<file path="config.mk">
export PLATFORM = sky130hd
export DESIGN_NAME = rcc_ker_clk_sel_ctrl
export DESIGN_NICKNAME = d
export VERILOG_FILES = /design/src/rtl/rcc_ker_clk_sel_ctrl.sv
export SDC_FILE = /design/constraint.sdc
export NUM_CORES = 1
export LEC_CHECK = 0
export CAP_MARGIN = 20
export CORE_ASPECT_RATIO = 1.1
export CORE_MARGIN = 4
export CORE_UTILIZATION = 45
export DETAILED_ROUTE_END_ITERATION = 10
export MAX_ROUTING_LAYER = met4
export PLACE_DENSITY = 0.74
export SYNTH_ARGS = -nofsm -noshare
export SYNTH_HDL_FRONTEND = slang
export SYNTH_SLANG_ARGS = --single-unit
</file>
<file path="constraint.sdc">
create_clock -name clk -period 2.4 [get_ports clk]
set_input_delay 0.6 -clock clk [delete_from_list [all_inputs] [get_ports clk]]
set_output_delay 0.6 -clock clk [all_outputs]
set_load 0.005 [all_outputs]
</file>
<file path="src/rtl/rcc_ker_clk_sel_ctrl.sv">
// Kernel-clock source sequencer: request, ready-wait, gate-off, switch, settle, gate-on,
// with ready timeout, automatic fallback on source failure and sticky status flags.
module rcc_ker_clk_sel_ctrl #(
  parameter int unsigned SRC_NUM      = 4,
  parameter int unsigned SEL_W        = 2,
  parameter int unsigned FALLBACK_SRC = 2,
  parameter int unsigned CNT_W        = 8,
  parameter int unsigned RDY_TIMEOUT  = 200,
  parameter int unsigned GATE_CYC     = 4,
  parameter int unsigned RST_HOLD     = 2
) (
  input  logic               clk,
  input  logic               rst,
  input  logic               testmode,
  input  logic               sw_en,
  input  logic [SEL_W-1:0]   sw_sel,
  input  logic [SRC_NUM-1:0] src_rdy,
  input  logic [SRC_NUM-1:0] src_fail,
  input  logic               fail_clr,
  output logic [SEL_W-1:0]   clk_sel_o,
  output logic               clk_gate_en,
  output logic               ker_rst_n,
  output logic               busy,
  output logic               fail_flag,
  output logic               fallback_act,
  output logic               timeout_err
);

  localparam int unsigned      SEL_N     = 1 << SEL_W;
  localparam logic [SEL_W:0]   SRC_LIM   = (SEL_W+1)'(SRC_NUM);
  localparam logic [SEL_W-1:0] FB        = SEL_W'(FALLBACK_SRC);
  localparam logic [CNT_W-1:0] TO_LAST   = CNT_W'(RDY_TIMEOUT - 1);
  localparam logic [CNT_W-1:0] GATE_LAST = CNT_W'(GATE_CYC - 1);
  localparam logic [CNT_W-1:0] HOLD      = CNT_W'(RST_HOLD);

  typedef enum logic [2:0] {
    S_IDLE,
    S_WAIT,
    S_GOFF,
    S_SWITCH,
    S_ACTIVE
  } state_e;

  state_e           state_q, state_d;
  logic [SEL_W-1:0] sel_q, sel_d;
  logic [SEL_W-1:0] tgt_q, tgt_d;
  logic [CNT_W-1:0] cnt_q, cnt_d;
  logic             from_act_q, from_act_d;
  logic             gate_q, gate_d;
  logic             krst_q, krst_d;
  logic             busy_q, busy_d;
  logic             ff_q, ff_d;
  logic             fa_q, fa_d;
  logic             te_q, te_d;
  logic             ff_set, fa_set, te_set;

  logic [SEL_N-1:0] rdy_v, fail_v;
  logic [SEL_W-1:0] req;

  // Source vectors widened to the select range; index 0 ("no clock") is never ready or failing.
  assign rdy_v  = SEL_N'(src_rdy)  & ~SEL_N'(1);
  assign fail_v = SEL_N'(src_fail) & ~SEL_N'(1);
  assign req    = (sw_en && (sw_sel != '0) && ({1'b0, sw_sel} < SRC_LIM)) ? sw_sel : '0;

  always_ff @(posedge clk or posedge rst) begin
    if (rst) begin
      state_q    <= S_IDLE;
      sel_q      <= '0;
      tgt_q      <= '0;
      cnt_q      <= '0;
      from_act_q <= 1'b0;
      gate_q     <= 1'b0;
      krst_q     <= 1'b0;
      busy_q     <= 1'b0;
      ff_q       <= 1'b0;
      fa_q       <= 1'b0;
      te_q       <= 1'b0;
    end else begin
      state_q    <= state_d;
      sel_q      <= sel_d;
      tgt_q      <= tgt_d;
      cnt_q      <= cnt_d;
      from_act_q <= from_act_d;
      gate_q     <= gate_d;
      krst_q     <= krst_d;
      busy_q     <= busy_d;
      ff_q       <= ff_d;
      fa_q       <= fa_d;
      te_q       <= te_d;
    end
  end

  always_comb begin
    state_d    = state_q;
    sel_d      = sel_q;
    tgt_d      = tgt_q;
    cnt_d      = cnt_q;
    from_act_d = from_act_q;
    ff_set     = 1'b0;
    fa_set     = 1'b0;
    te_set     = 1'b0;

    case (state_q)
      S_IDLE: begin
        from_act_d = 1'b0;
        if (req != '0) begin
          tgt_d   = req;
          cnt_d   = '0;
          state_d = S_WAIT;
        end
      end

      S_WAIT: begin
        if (req == '0) begin
          // A running clock must be gated off properly rather than dropped.
          cnt_d = '0;
          if (from_act_q) begin
            tgt_d   = '0;
            state_d = S_GOFF;
          end else begin
            state_d = S_IDLE;
          end
        end else if (from_act_q && (req == sel_q)) begin
          tgt_d   = sel_q;
          cnt_d   = HOLD;
          state_d = S_ACTIVE;
        end else if (req != tgt_q) begin
          tgt_d = req;
          cnt_d = '0;
        end else if (rdy_v[tgt_q] && !fail_v[tgt_q]) begin
          cnt_d   = '0;
          state_d = S_GOFF;
        end else if (cnt_q == TO_LAST) begin
          te_set = 1'b1;
          if (from_act_q) begin
            tgt_d   = sel_q;
            cnt_d   = HOLD;
            state_d = S_ACTIVE;
          end else begin
            cnt_d   = '0;
            state_d = S_IDLE;
          end
        end else begin
          cnt_d = cnt_q + CNT_W'(1);
        end
      end

      S_GOFF: begin
        from_act_d = 1'b0;
        if (cnt_q == GATE_LAST) begin
          sel_d   = tgt_q;
          cnt_d   = '0;
          state_d = S_SWITCH;
        end else begin
          cnt_d = cnt_q + CNT_W'(1);
        end
      end

      S_SWITCH: begin
        if (cnt_q == GATE_LAST) begin
          cnt_d   = '0;
          state_d = (sel_q != '0) ? S_ACTIVE : S_IDLE;
        end else begin
          cnt_d = cnt_q + CNT_W'(1);
        end
      end

      S_ACTIVE: begin
        if (fail_v[sel_q]) begin
          ff_set  = 1'b1;
          cnt_d   = '0;
          state_d = S_GOFF;
          if ((sel_q != FB) && rdy_v[FB] && !fail_v[FB]) begin
            tgt_d  = FB;
            fa_set = 1'b1;
          end else begin
            tgt_d = '0;
          end
        end else if (req == '0) begin
          tgt_d   = '0;
          cnt_d   = '0;
          state_d = S_GOFF;
        end else if (!fa_q && (req != sel_q)) begin
          tgt_d      = req;
          cnt_d      = '0;
          from_act_d = 1'b1;
          state_d    = S_WAIT;
        end else if (cnt_q < HOLD) begin
          cnt_d = cnt_q + CNT_W'(1);
        end
      end

      default: state_d = S_IDLE;
    endcase

    // Old clock keeps running (and out of reset) while a new source is awaited from ACTIVE.
    gate_d = (state_d == S_ACTIVE) || ((state_d == S_WAIT) && from_act_d);
    krst_d = ((state_d == S_ACTIVE) && (cnt_d >= HOLD)) ||
             ((state_d == S_WAIT) && from_act_d && krst_q);
    busy_d = (state_d == S_WAIT) || (state_d == S_GOFF) || (state_d == S_SWITCH);

    // Same-cycle set has priority over the clear pulse.
    ff_d = ff_set | (ff_q & ~fail_clr);
    fa_d = fa_set | (fa_q & ~fail_clr);
    te_d = te_set | (te_q & ~fail_clr);
  end

  assign clk_sel_o    = sel_q;
  assign clk_gate_en  = gate_q | testmode;
  assign ker_rst_n    = testmode ? ~rst : krst_q;
  assign busy         = busy_q;
  assign fail_flag    = ff_q;
  assign fallback_act = fa_q;
  assign timeout_err  = te_q;

endmodule

</file>
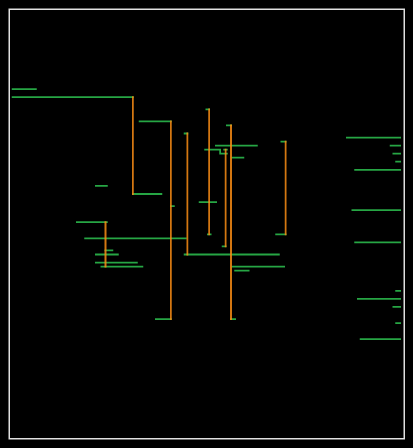
*Routed metal, one color a layer*
Two of the layers only.
color	layer	wire length
orange	met4	163 µm
green	met3	179 µm
final wirelength: 4.53 mm
All-Layer GR Usage: 20.5%
vias: 1721
post-DR wirelength/cell: 14.8 µm

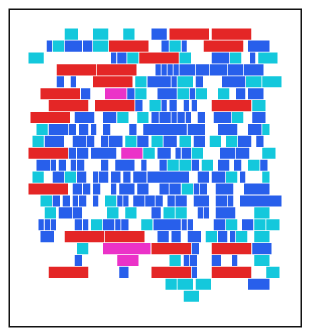
*Cells colored by class*
color	class	cells
cyan	other buffers and delay cells	68
red	flops	22
magenta	clock drivers and dummy loads	4
blue	all other logic	162

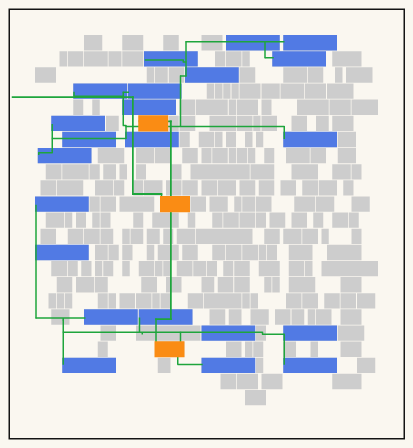
*Clock network drawn from the DEF*
[orange] cells driving clock nets | count: 3
[green] clock wires | length: 292 µm
[blue] flip-flops | count: 22
flops lie	all over the die
clock network power share: 15.3%
clock-net power: 0.000345 W
skew final: 0.00837 ns
Late-Pin Clk Latency: 0.27 ns

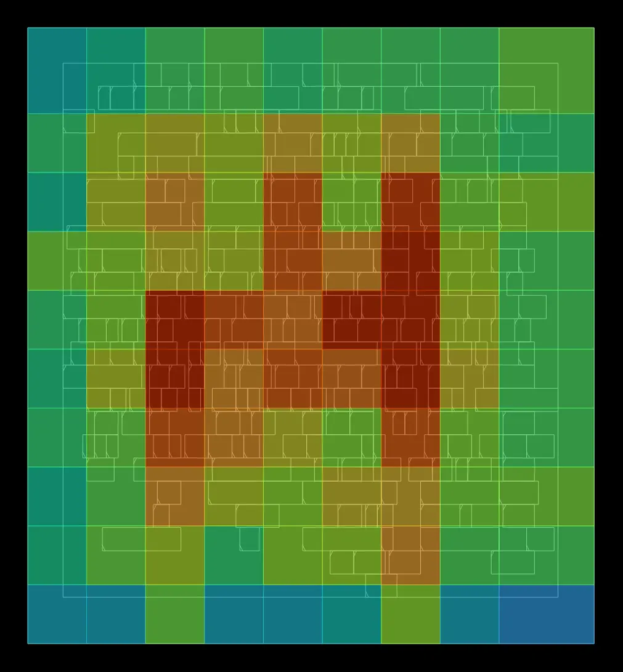
*Routing congestion*
met1 global-route usage: 24.5%
final core area utilization: 65.9%
grt met2 use: 34.7%
GR peak layer: met2
routing usage on met3: 1.86%

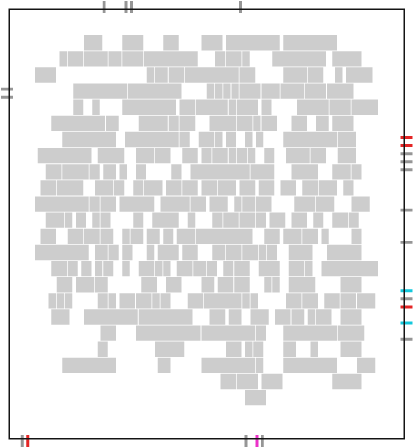
*Pin placement*
Pins as bars across the die edge, other pins in gray.
color	port	pins	direction	edge
red	`src_rdy`	4	input	3 east, 1 south
cyan	`clk_sel_o`	2	output	east
magenta	`timeout_err`	1	output	south
all pins by edge	12 east, 5 south, 4 north, 2 west
Port Buffer Count: 20
Die H: 72.2 µm
width of the die: 66.3 µm

==> impl_metrics.py <==
# Generated from Yosys and OpenROAD reports
metrics = {
    "power": {
        "power.group.top": "combinational logic",
        "cellLeakagePower_nw": 1.06,
        "power_density_nw_per_um2": 942,
        "p_switching_w": 0.000908,
        "powerSeq_w": 0.000622,
        "pg_comb_w": 0.00128,
        "sw_frac_of_total_pct": 40.3,
        "power_frac_comb_pct": 57.1,
        "p_int_w": 0.00134,
        "ir_drop_v": 0.000597,
        "seqPwrFrac_pct": 27.6,
        "power_w": 0.00225,
    },
    "layout": {
        "final_nets": 273,
        "inv_count": 9,
        "buf_share_pct": 23.0,
        "regArea_um2": 551,
        "drive_above_1_share_pct": 33.6,
        "flops": 22,
        "antenna_cells": 0,
        "buffers_excl_clock": 68,
        "comb_share_pct": 47.0,
        "fillers": 321,
        "final_cell_mix": "buf_4, dfrtp_1, nand2_1, nor2_1, nand3_1",
        "post-route-cell-area_um2": 2390,
        "largest_reg_flops": 8,
        "nClkBuffers": 3,
        "lay_top_count": "buf_4",
        "reg_top3": "cnt_q (8), state_q (3)",
        "regMostFlops": "cnt_q",
        "fin_cells": 306,
        "seq_area_share_pct": 23.0,
        "comb.multi_input.count": 153,
        "clk_share_pct": 2.98,
        "area_growth_pct": 42.0,
        "mi_logic_area_um2": 1120,
        "dominant_cells": "combinational gates",
    },
    "logic_synthesis": {
        "logic_family": "AND-OR/OR-AND gates",
        "yosys.area_share.aoi_pct": 28.5,
        "synthDistinctLibCells": 64,
        "edf_count": 0,
        "fa_ha_area_share_pct": 0.743,
        "synth.area.mux_share_pct": 5.13,
        "largest_area_cell": "dfrtp_1",
        "synth_flops": 22,
        "syn_inst": 192,
        "ys_cells": 192,
        "synthTopCellsByCount": "dfrtp_1, nand2_1, nor2_1",
        "syn_area_um2": 1680,
        "ys_area_um2": 1680,
        "xor_area_share_pct": 2.01,
        "synth_seq_share_pct": 32.7,
        "top_area_share_pct": 32.7,
        "yosys_warnings": 0,
        "synth_nets": 208,
        "synth.cellmix.simpleShare_pct": 25.3,
        "yosysMostFrequentCell": "dfrtp_1",
        "syn_area_per_cell_um2": 8.77,
        "ys_top_cells_by_area": "dfrtp_1, nand3_1, nand2_1",
        "async_flop_share_pct": 100,
        "ff_type": "dfrtp_1",
    },
    "route": {
        "drc": 0,
        "dr_wl_met3_um": 178,
        "drtIter0Drc": 83,
        "drt-met1-wl_mm": 1.88,
        "dr.pass1.iters": 4,
        "top_layer": "met4",
        "final_antenna_net_count": 0,
        "dr_wl_met2_mm": 2.31,
        "vias_per_cell": 5.62,
    },
    "final_timing": {
        "slew_violations": 0,
        "worst_pin_slew_ns": 0.392,
        "fin_setup_tns_ns": 0,
        "worst_hold_slack_ns": 0.499,
        "fin_crit_sh_pct": 98.0,
        "fin_ws_ns": 0.0473,
        "hold_violations": 0,
        "fmax_mhz": 425,
        "min_period_ns": 2.35,
        "maxSlewHeadroom_pct": 73.7,
        "finalSetupViolCount": 0,
        "rsz0062_at_grt": "yes",
    },
    "grt": {
        "antenna_found_initial": 0,
        "grt_max_degree": 23,
        "grt_pass1_wl_mm": 7.37,
        "grt_pass1_vias": 1644,
        "overflow": 0,
    },
    "critical_path": {
        "cpMaxStageDelayCell": "clkdlybuf4s50_1",
        "r2r_start": "cnt_q[7]",
        "reg2reg_depth": 9,
        "ff2ff_setup_slack_ns": 0.20,
        "crit_chain": "clkdlybuf4s50_1 > or2_2 > clkdlybuf4s50_1",
        "r2r_end": "krst_q",
        "worstSetupPathDepth": 3,
        "cp-startpoint": "testmode",
        "worst_path_most_repeated_cell": "clkdlybuf4s50_1",
        "start_kind": "input pin",
        "critPathCaptureType": "primary output",
        "path_delay_family": "buffers and inverters",
        "cpPeakStageDelay_ns": 0.44,
        "critical_path_class": "in2out",
        "critPathMaxFanout": 2,
        "worstSetupEndpoint": "clk_gate_en",
        "crit_arrival_ns": 1.75,
        "cp.required_ns": 1.80,
        "cp.buffers_inverters": 2,
    },
    "clocking": {
        "cts_setup_buffers": 1,
        "cts_buffer_depth": 2,
        "numClockSinks": 22,
        "path_clk_slew_ns": 0.08,
        "cts_root_buf": "clkbuf_8",
        "cts_hold_buffers": 0,
        "cts.htree.levels": 1,
        "cts_resized": 17,
        "cts_buffers": 3,
        "tritoncts": "done",
    },
    "floorplan": {
        "die_area_um2": 4790,
        "io-pin-count": 23,
        "tap_cells": 50,
        "initial_utilization_pct": 46.4,
        "num_rows": 23,
        "core_um2": 3630,
    },
    "worst_hold_path": {
        "hold_path.class": "reg2reg",
        "hold_start": "krst_q",
        "min_path_cells": 2,
        "hold_end": "krst_q",
    },
    "placed_design": {
        "dpl-instance-area_um2": 2230,
        "dp_hpwl_mm": 3.42,
        "dp.cells": 300,
        "gp_congestion": 0.873,
        "place_ws_ns": -0.559,
    },
    "job": {
        "max-cap-violations": 0,
        "warnings": 29,
    },
    "status": {
        "outcome": "finished, final reports clean",
    },
}
Power is estimated from default activity; no workload was simulated.
